File: config.mk
export PLATFORM = sky130hd
export DESIGN_NAME = zig_zag_block_sequencer
export DESIGN_NICKNAME = d
export VERILOG_FILES = /design/src/rtl/zig_zag_block_sequencer.sv
export SDC_FILE = /design/constraint.sdc
export NUM_CORES = 1
export LEC_CHECK = 0
export ABC_CLOCK_PERIOD_IN_PS = 3500
export CAP_MARGIN = 25
export CORE_MARGIN = 3
export CORE_UTILIZATION = 29
export DETAILED_ROUTE_END_ITERATION = 7
export GPL_TIMING_DRIVEN = 0
export SLEW_MARGIN = 5
export SYNTH_ARGS = -nofsm -noshare
export SYNTH_HDL_FRONTEND = slang
export SYNTH_SLANG_ARGS = --single-unit
File: constraint.sdc
create_clock -name clock -period 3.5 [get_ports clock]
set_input_delay 0.7 -clock clock [delete_from_list [all_inputs] [get_ports clock]]
set_output_delay 0.7 -clock clock [all_outputs]
set_load 0.02 [all_outputs]
File: src/rtl/zig_zag_block_sequencer.sv
`timescale 1ns/1ps
// -----------------------------------------------------------------------------
// zig_zag_block_sequencer
//
// Purpose:
//   Sequences 8x8 coefficient blocks through an external 128-entry,
//   two-bank coefficient RAM. Coefficients arrive in row-major order and are
//   written linearly into the current write bank. Once a bank holds a complete
//   block it is read back in JPEG zig-zag order. While one bank is drained,
//   the other bank can be filled (ping-pong).
//
// Ports:
//   clock         in   single clock, rising-edge
//   reset         in   asynchronous, active-high reset
//   in_valid      in   upstream presents a row-major coefficient
//   in_ready      out  a coefficient is accepted this cycle (combinational)
//   wr_en         out  RAM write strobe = in_valid && in_ready
//   wr_addr[6:0]  out  {write bank, row-major index}
//   rd_en         out  RAM read strobe (RAM read port has 1-cycle latency)
//   rd_addr[6:0]  out  {read bank, row-major index of current zig-zag slot}
//   out_valid     out  RAM read data + out_zz_index/out_last valid (registered)
//   out_ready     in   downstream consumes the current output
//   out_zz_index  out  zig-zag position 0..63 of the current output
//   out_last      out  marks zig-zag position 63
//   blocks_full   out  number of banks fully written and not yet fully read
// -----------------------------------------------------------------------------
module zig_zag_block_sequencer (
   input  logic       clock,
   input  logic       reset,
   input  logic       in_valid,
   output logic       in_ready,
   output logic       wr_en,
   output logic [6:0] wr_addr,
   output logic       rd_en,
   output logic [6:0] rd_addr,
   output logic       out_valid,
   input  logic       out_ready,
   output logic [5:0] out_zz_index,
   output logic       out_last,
   output logic [1:0] blocks_full
);

   // Zig-zag position -> row-major index, written as 6'o<row><col>.
   function automatic logic [5:0] f_zz_to_rowmajor(input logic [5:0] zz);
      logic [5:0] rm;
      case (zz)
         6'd0:  rm = 6'o00;  6'd1:  rm = 6'o01;  6'd2:  rm = 6'o10;  6'd3:  rm = 6'o20;
         6'd4:  rm = 6'o11;  6'd5:  rm = 6'o02;  6'd6:  rm = 6'o03;  6'd7:  rm = 6'o12;
         6'd8:  rm = 6'o21;  6'd9:  rm = 6'o30;  6'd10: rm = 6'o40;  6'd11: rm = 6'o31;
         6'd12: rm = 6'o22;  6'd13: rm = 6'o13;  6'd14: rm = 6'o04;  6'd15: rm = 6'o05;
         6'd16: rm = 6'o14;  6'd17: rm = 6'o23;  6'd18: rm = 6'o32;  6'd19: rm = 6'o41;
         6'd20: rm = 6'o50;  6'd21: rm = 6'o60;  6'd22: rm = 6'o51;  6'd23: rm = 6'o42;
         6'd24: rm = 6'o33;  6'd25: rm = 6'o24;  6'd26: rm = 6'o15;  6'd27: rm = 6'o06;
         6'd28: rm = 6'o07;  6'd29: rm = 6'o16;  6'd30: rm = 6'o25;  6'd31: rm = 6'o34;
         6'd32: rm = 6'o43;  6'd33: rm = 6'o52;  6'd34: rm = 6'o61;  6'd35: rm = 6'o70;
         6'd36: rm = 6'o71;  6'd37: rm = 6'o62;  6'd38: rm = 6'o53;  6'd39: rm = 6'o44;
         6'd40: rm = 6'o35;  6'd41: rm = 6'o26;  6'd42: rm = 6'o17;  6'd43: rm = 6'o27;
         6'd44: rm = 6'o36;  6'd45: rm = 6'o45;  6'd46: rm = 6'o54;  6'd47: rm = 6'o63;
         6'd48: rm = 6'o72;  6'd49: rm = 6'o73;  6'd50: rm = 6'o64;  6'd51: rm = 6'o55;
         6'd52: rm = 6'o46;  6'd53: rm = 6'o37;  6'd54: rm = 6'o47;  6'd55: rm = 6'o56;
         6'd56: rm = 6'o65;  6'd57: rm = 6'o74;  6'd58: rm = 6'o75;  6'd59: rm = 6'o66;
         6'd60: rm = 6'o57;  6'd61: rm = 6'o67;  6'd62: rm = 6'o76;  6'd63: rm = 6'o77;
         default: rm = 6'o00;
      endcase
      return rm;
   endfunction

   logic [1:0] r_full;          // per-bank: complete block present, unread
   logic       r_wb;            // write bank pointer
   logic       r_rb;            // read bank pointer
   logic [5:0] r_wcnt;          // row-major write index within bank
   logic [5:0] r_rcnt;          // zig-zag read position within bank
   logic       r_out_valid;
   logic [5:0] r_out_zz;
   logic       r_out_last;

   logic       w_wr_fire;
   logic       w_wr_done;
   logic       w_rd_fire;
   logic       w_rd_done;
   logic [1:0] w_full_nxt;

   // Write side: accept while the current write bank is not holding a block.
   assign in_ready  = ~r_full[r_wb];
   assign w_wr_fire = in_valid & in_ready;
   assign w_wr_done = w_wr_fire & (r_wcnt == 6'd63);
   assign wr_en     = w_wr_fire;
   assign wr_addr   = {r_wb, r_wcnt};

   // Read side: issue a RAM read whenever the output slot is free or is
   // being vacated this cycle, so a held-high out_ready gives full rate.
   assign w_rd_fire = r_full[r_rb] & (~r_out_valid | out_ready);
   assign w_rd_done = w_rd_fire & (r_rcnt == 6'd63);
   assign rd_en     = w_rd_fire;
   assign rd_addr   = {r_rb, f_zz_to_rowmajor(r_rcnt)};

   assign out_valid    = r_out_valid;
   assign out_zz_index = r_out_zz;
   assign out_last     = r_out_last;
   assign blocks_full  = {1'b0, r_full[0]} + {1'b0, r_full[1]};

   // Write completion and read completion can land on the same edge; they
   // always target different banks because a bank is written only while
   // empty and read only while full.
   always_comb begin
      w_full_nxt = r_full;
      if (w_wr_done) begin
         w_full_nxt[r_wb] = 1'b1;
      end
      if (w_rd_done) begin
         w_full_nxt[r_rb] = 1'b0;
      end
   end

   always_ff @(posedge clock or posedge reset) begin
      if (reset) begin
         r_full      <= 2'b00;
         r_wb        <= 1'b0;
         r_rb        <= 1'b0;
         r_wcnt      <= 6'd0;
         r_rcnt      <= 6'd0;
         r_out_valid <= 1'b0;
         r_out_zz    <= 6'd0;
         r_out_last  <= 1'b0;
      end else begin
         r_full <= w_full_nxt;

         if (w_wr_fire) begin
            r_wcnt <= r_wcnt + 6'd1;       // wraps 63 -> 0 naturally
            if (w_wr_done) begin
               r_wb <= ~r_wb;
            end
         end

         if (w_rd_fire) begin
            r_rcnt <= r_rcnt + 6'd1;
            if (w_rd_done) begin
               r_rb <= ~r_rb;
            end
         end

         // Sideband registers track the RAM's registered read port: they
         // load with the read and otherwise hold alongside the RAM output.
         if (w_rd_fire) begin
            r_out_valid <= 1'b1;
            r_out_zz    <= r_rcnt;
            r_out_last  <= (r_rcnt == 6'd63);
         end else if (out_ready) begin
            r_out_valid <= 1'b0;
         end
      end
   end

endmodule

Run 1, placed standard cells:
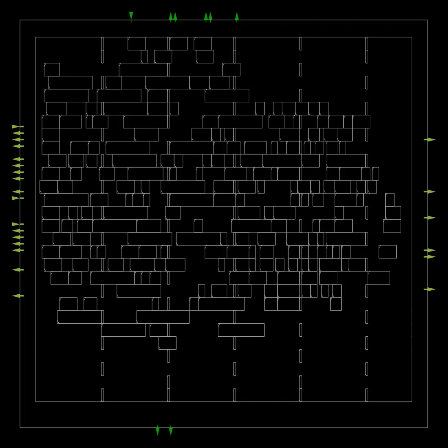
final core occ: 0.393
Fillers: 599
Seq/total area: 0.256

Run 1, close-up of the layout:
Region (54, 54) to (74, 74) um. Cells in gray, sequential cells in the stronger gray; small squares are vias.
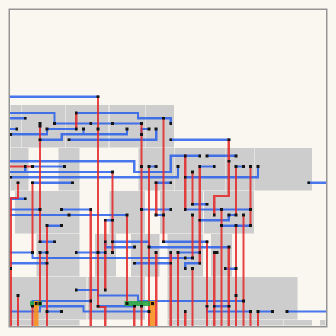
- M2: red
- M3: green
- M4: orange
- M1: blue
- sequential cells in the window: 0
- cells with their middle in the window: 21

==> run summary, run 1 <==
yosys + openroad results -> status=finished clean, Reg area=603 um^2, fin nets=247, worst min-delay path class=register to register, Critical R2R Launch=r_rb, fmax=303 MHz, Min-Delay Endpoint=r_wcnt[5], post-route antenna net violation count=0, top logic cells by instance count in the layout=clkdlybuf4s50_1, dfrtp_1, ha_1, nand2_1, a21oi_1, Setup CP Type=register to output pin, worst path arrival time=2600 ps, Post-synth regs=24, Area Overhead vs Synth=29.5%, Port Buf Inserts=30, Final setup viols=0, CTS Buf Count=3, RSZ-0062 raised after global routing=false, Hold Path Origin=r_wcnt[5], yosys warns=0, Max Clock Skew=5.98 ps, min Tclk post-route=3300 ps, non-filler instance count after layout=299, R2R Setup Slk=1690 ps, Fin Setup TNS=0 ps, clk root buf=clkbuf_8, FFs w/ async S/R, synth=1.00, layout cells sized above 1=0.188, initial antenna violation count=0, TritonRoute pass-1 iters=6, max-cap violation count=0, Synth cell types=42, Reg2Reg Depth=4, dominant logic cell type in the layout=clkdlybuf4s50_1, vias in the first global route=1497, Worst EP required=2800 ps, top_reg_cell synth=dfrtp_1, Synth Cell Area=1820 um^2, CTS Buffer Depth=2, Die Y=85.2 um, Worst Setup End Kind=output pin, Synth Net Count=207, Max VDD drop=394 uV, Die X=85.2 um, CP Launch Type=register
Run 1, local utilization:
The die is cut into 9 by 9 equal tiles; white is low, dark blue is high, 0 to 100% covered.
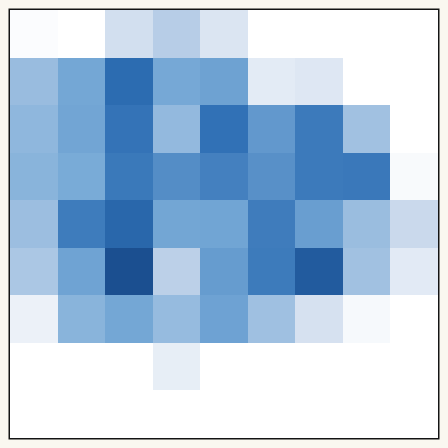
- nearly empty tiles: 33%
- emptiest ninth of the die: bottom right
- fullest tile: 87%
- mean over tiles: 31%
core region area: 5990 um^2
fp util: 0.303

-- run 1: synth_stat cells (all sizes together) (2+ instances only) --
cell	count	area (um^2)
a21oi	13	65.1
and2	2	12.5
buf	11	67.6
clkbuf	3	11.3
dfrtp	24	601
ha	18	225
inv	12	45.0
mux2	9	101
mux2i	8	80.1
mux4	4	90.1
nand2	15	56.3
nand2b	4	25.0
nand3	3	15.0
nand4	4	25.0
nor2	7	26.3
nor2b	3	18.8
nor3b	2	15.0
o21ai	10	50.1
o221ai	2	17.5
o22ai	2	12.5
or3	2	18.8
xnor2	9	78.8
xor2	2	17.5
-- run 1: stage by stage --
stage	area, um^2	utilization
after global placement	2210	0.369
after floorplan	1820	-
after detailed placement	2210	0.369
after global routing	2350	0.393
final	2350	0.393
after CTS	2310	0.385
-- run 1: worst max path at each step --
| stage | startpoint | cells after the start | to | slack, ps |
|---|---|---|---|---|
| floorplan | r_rcnt[0] | 7 | rd_addr[3] | 440 |
| global placement | r_rcnt[0] | 8 | rd_addr[3] | -390 |
| detailed placement | r_rcnt[0] | 8 | rd_addr[3] | -390 |
| CTS | r_rcnt[0] | 8 | rd_addr[3] | 8 |
| global route | r_rcnt[0] | 9 | rd_addr[0] | 40 |
| finish | r_rcnt[0] | 8 | rd_addr[4] | 200 |
-- run 1: flip-flops by register name, indices dropped and copies added (netlist names) --
register	cells
r_wcnt	6
r_rb	1
r_wb	1
out_last	1
out_zz_index	6
out_valid	1
r_full	2
r_rcnt	6
-- run 1: worst max-delay path: stages (launching register included) --
cell and delay, ps:
dfrtp_2 380, clkbuf_4 210, clkinvlp_4 120, ha_1 280
clkbuf_4 180, mux2i_1 80, mux2_2 280, mux4_2 470
dlygate4sd2_1 340
-- run 1: timing repair --
item	CTS	global route
setup endpoints to repair	6	2
resized	7	5
buffers inserted	2	2
hold buffers	0	0
-- run 1: cell families after synthesis --
group	Yosys count	synth area share
simple gates	47	0.142
compound gates	38	0.133
buf+inv	26	0.0681
flops	24	0.330
mux	21	0.149
fa+ha+maj	18	0.124
xor+xnor	11	0.0530
-- run 1: power by group --
group	internal (mW)	switching, mW	total, mW
Clock	0.153	0.0882	0.241
Sequential	0.341	0.0716	0.413
Combinational	0.349	0.356	0.705
Total	0.843	0.516	1.36
-- run 1: layout make-up --
| type | count | area share |
|---|---|---|
| sequential | 24 | 0.256 |
| buffer | 14 | 0.0362 |
| clock buffer | 3 | 0.0175 |
| inverter | 12 | 0.0223 |
| tap | 75 | 0.0399 |
| timing repair buffer | 35 | 0.150 |
| multi-input combinational | 135 | 0.465 |
| clock inverter | 1 | 0.0128 |
-- run 1: routing by layer --
metal / vias to the layer above / global-route usage / part of all wire
li1: 735 / - / -
met1: 727 / 0.183 / 0.49
met2: 42 / 0.193 / 0.46
met3: 6 / 0.0204 / 0.041
met4: 0 / 0.0417 / 0.011
met5: - / 0 / 0
## Run 2: what changed since run 1
ABC_CLOCK_PERIOD_IN_PS = unset   (was 3500)
CAP_MARGIN = unset   (was 25)
Run 2, close-up of the layout:
Region (54, 54) to (74, 74) um. Cells in gray, sequential cells in the stronger gray; small squares are vias.
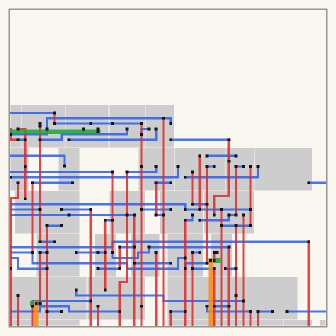
- M1: blue
- M2: red
- M3: green
- M4: orange
- sequential cells in the window: 0
- cells with their middle in the window: 21

==> run 2 against run 1 <==
Net effect:
- highest routed layer unchanged
- first-iteration DRC count fell by 25%
- critical endpoint unchanged
- hold slack got worse by 0.65 ps
- wire length rose by 0.18%
- critical path type unchanged
- via count rose by 0.60%
- die size did not move
- combinational power fell by 0.6%
- sequential share of layout area rose by 0.30 points
- setup slack improved by 2.9 ps
- non-clock buffer count fell by 1
- clock skew fell by 0.57 ps
==> run summary, run 2 <==
yosys + openroad results -> yosys warns=0, Logic pwr share=0.517, Die Y=85.2 um, fin nets=246, Max Clock Skew=5.41 ps, area leader, netlist=dfrtp_1, Post-synth top cells=dfrtp_1, ha_1, nand2_1, Synth cell types=42, FFs w/ async S/R, synth=1.00, top cells, area=dfrtp_1, ha_1, mux2_2, max-cap violation count=0, count leader, synth=dfrtp_1, CP Launch Type=register, Min-Delay Endpoint=r_wcnt[5], fmax=303 MHz, Final setup viols=0, Max VDD drop=393 uV, dominant logic cell type in the layout=clkdlybuf4s50_1, top logic cells by instance count in the layout=clkdlybuf4s50_1, dfrtp_1, ha_1, nand2_1, a21oi_1, Post-synth regs=24, status=finished clean
Run 2, local utilization:
The die is cut into 9 by 9 equal tiles; white is low, dark blue is high, 0 to 100% covered.
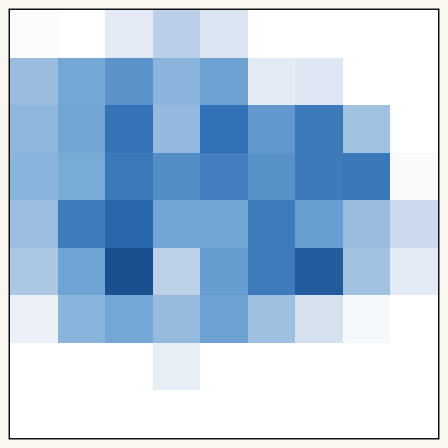
final core occ: 0.388

==> run 2: cell counts after synthesis <==
No cell type changed its count.
==> run 2: power groups by stage <==
stage | Sequential (mW) | Clock (mW) | Combinational (mW)
global placement | 0.430 | 0 | 0.653
CTS | 0.420 | 0.248 | 0.687
detailed placement | 0.427 | 0 | 0.663
global route | 0.427 | 0.268 | 0.766
finish | 0.413 | 0.242 | 0.701
floorplan | 0.470 | 0 | 0.370
==> run 2: how the worst max path moves through the flow <==
stage	start	to	slack (ps)	cells past startpoint
CTS	r_rcnt[0]	rd_addr[3]	8	8
global placement	r_rcnt[0]	rd_addr[3]	-390	8
global route	r_rcnt[0]	rd_addr[0]	40	9
detailed placement	r_rcnt[0]	rd_addr[3]	-390	8
finish	r_rcnt[0]	rd_addr[4]	200	8
floorplan	r_rcnt[0]	rd_addr[3]	440	7
==> run 2: per-stage QoR <==
step	setup TNS [ps]	util	worst slack (ps)	std cells	area (um^2)
5_1_grt	0	0.388	39.1	298	2330
6_report	0	0.388	200	298	2330
3_5_place_dp	-763	0.369	-391	290	2210
3_3_place_gp	-713	0.369	-387	290	2210
2_1_floorplan	0	-	444	185	1820
4_1_cts	0	0.385	7.99	296	2310
==> run 2: area by class of cell <==
type	count	area, um^2
Timing Repair Buffer	34	327
Fill cell	602	3660
Clock inverter	1	30.0
Clock buffer	3	41.3
Sequential cell	24	603
Multi-Input combinational cell	135	1090
Tap cell	75	93.8
Buffer	14	85.1
Inverter	12	52.6
==> run 2: per-layer routing <==
| metal | routed length [um] | vias up | GRT usage |
|---|---|---|---|
| met1 | 2120 | 718 | 0.183 |
| met5 | 0 | - | 0 |
| met3 | 215 | 9 | 0.0204 |
| li1 | - | 734 | - |
| met4 | 82 | 0 | 0.0417 |
| met2 | 2030 | 58 | 0.193 |
==> run 2: timing repair <==
item / CTS / global route
resized: 7 / 5
setup buffers: 2 / 2
setup endpoints to repair: 6 / 2
==> run 2: worst max-delay path, cell delays in order (launching register included) <==
cell	delay [ps]
dfrtp_2	380
clkbuf_4	210
clkinvlp_4	120
ha_1	280
clkbuf_4	180
mux2i_1	80
mux2_2	280
mux4_2	470
dlygate4sd2_1	340
==> run 2: kinds of logic after synthesis <==
kind of cell	synth area share
adder cells (fa/ha/maj)	0.124
AND-OR/OR-AND	0.133
buffers and inverters	0.0681
AND/OR/NAND/NOR	0.142
flip-flops	0.330
XOR/XNOR	0.0530
multiplexers	0.149
No activity file was given, so power comes from the tool's default toggle rates.
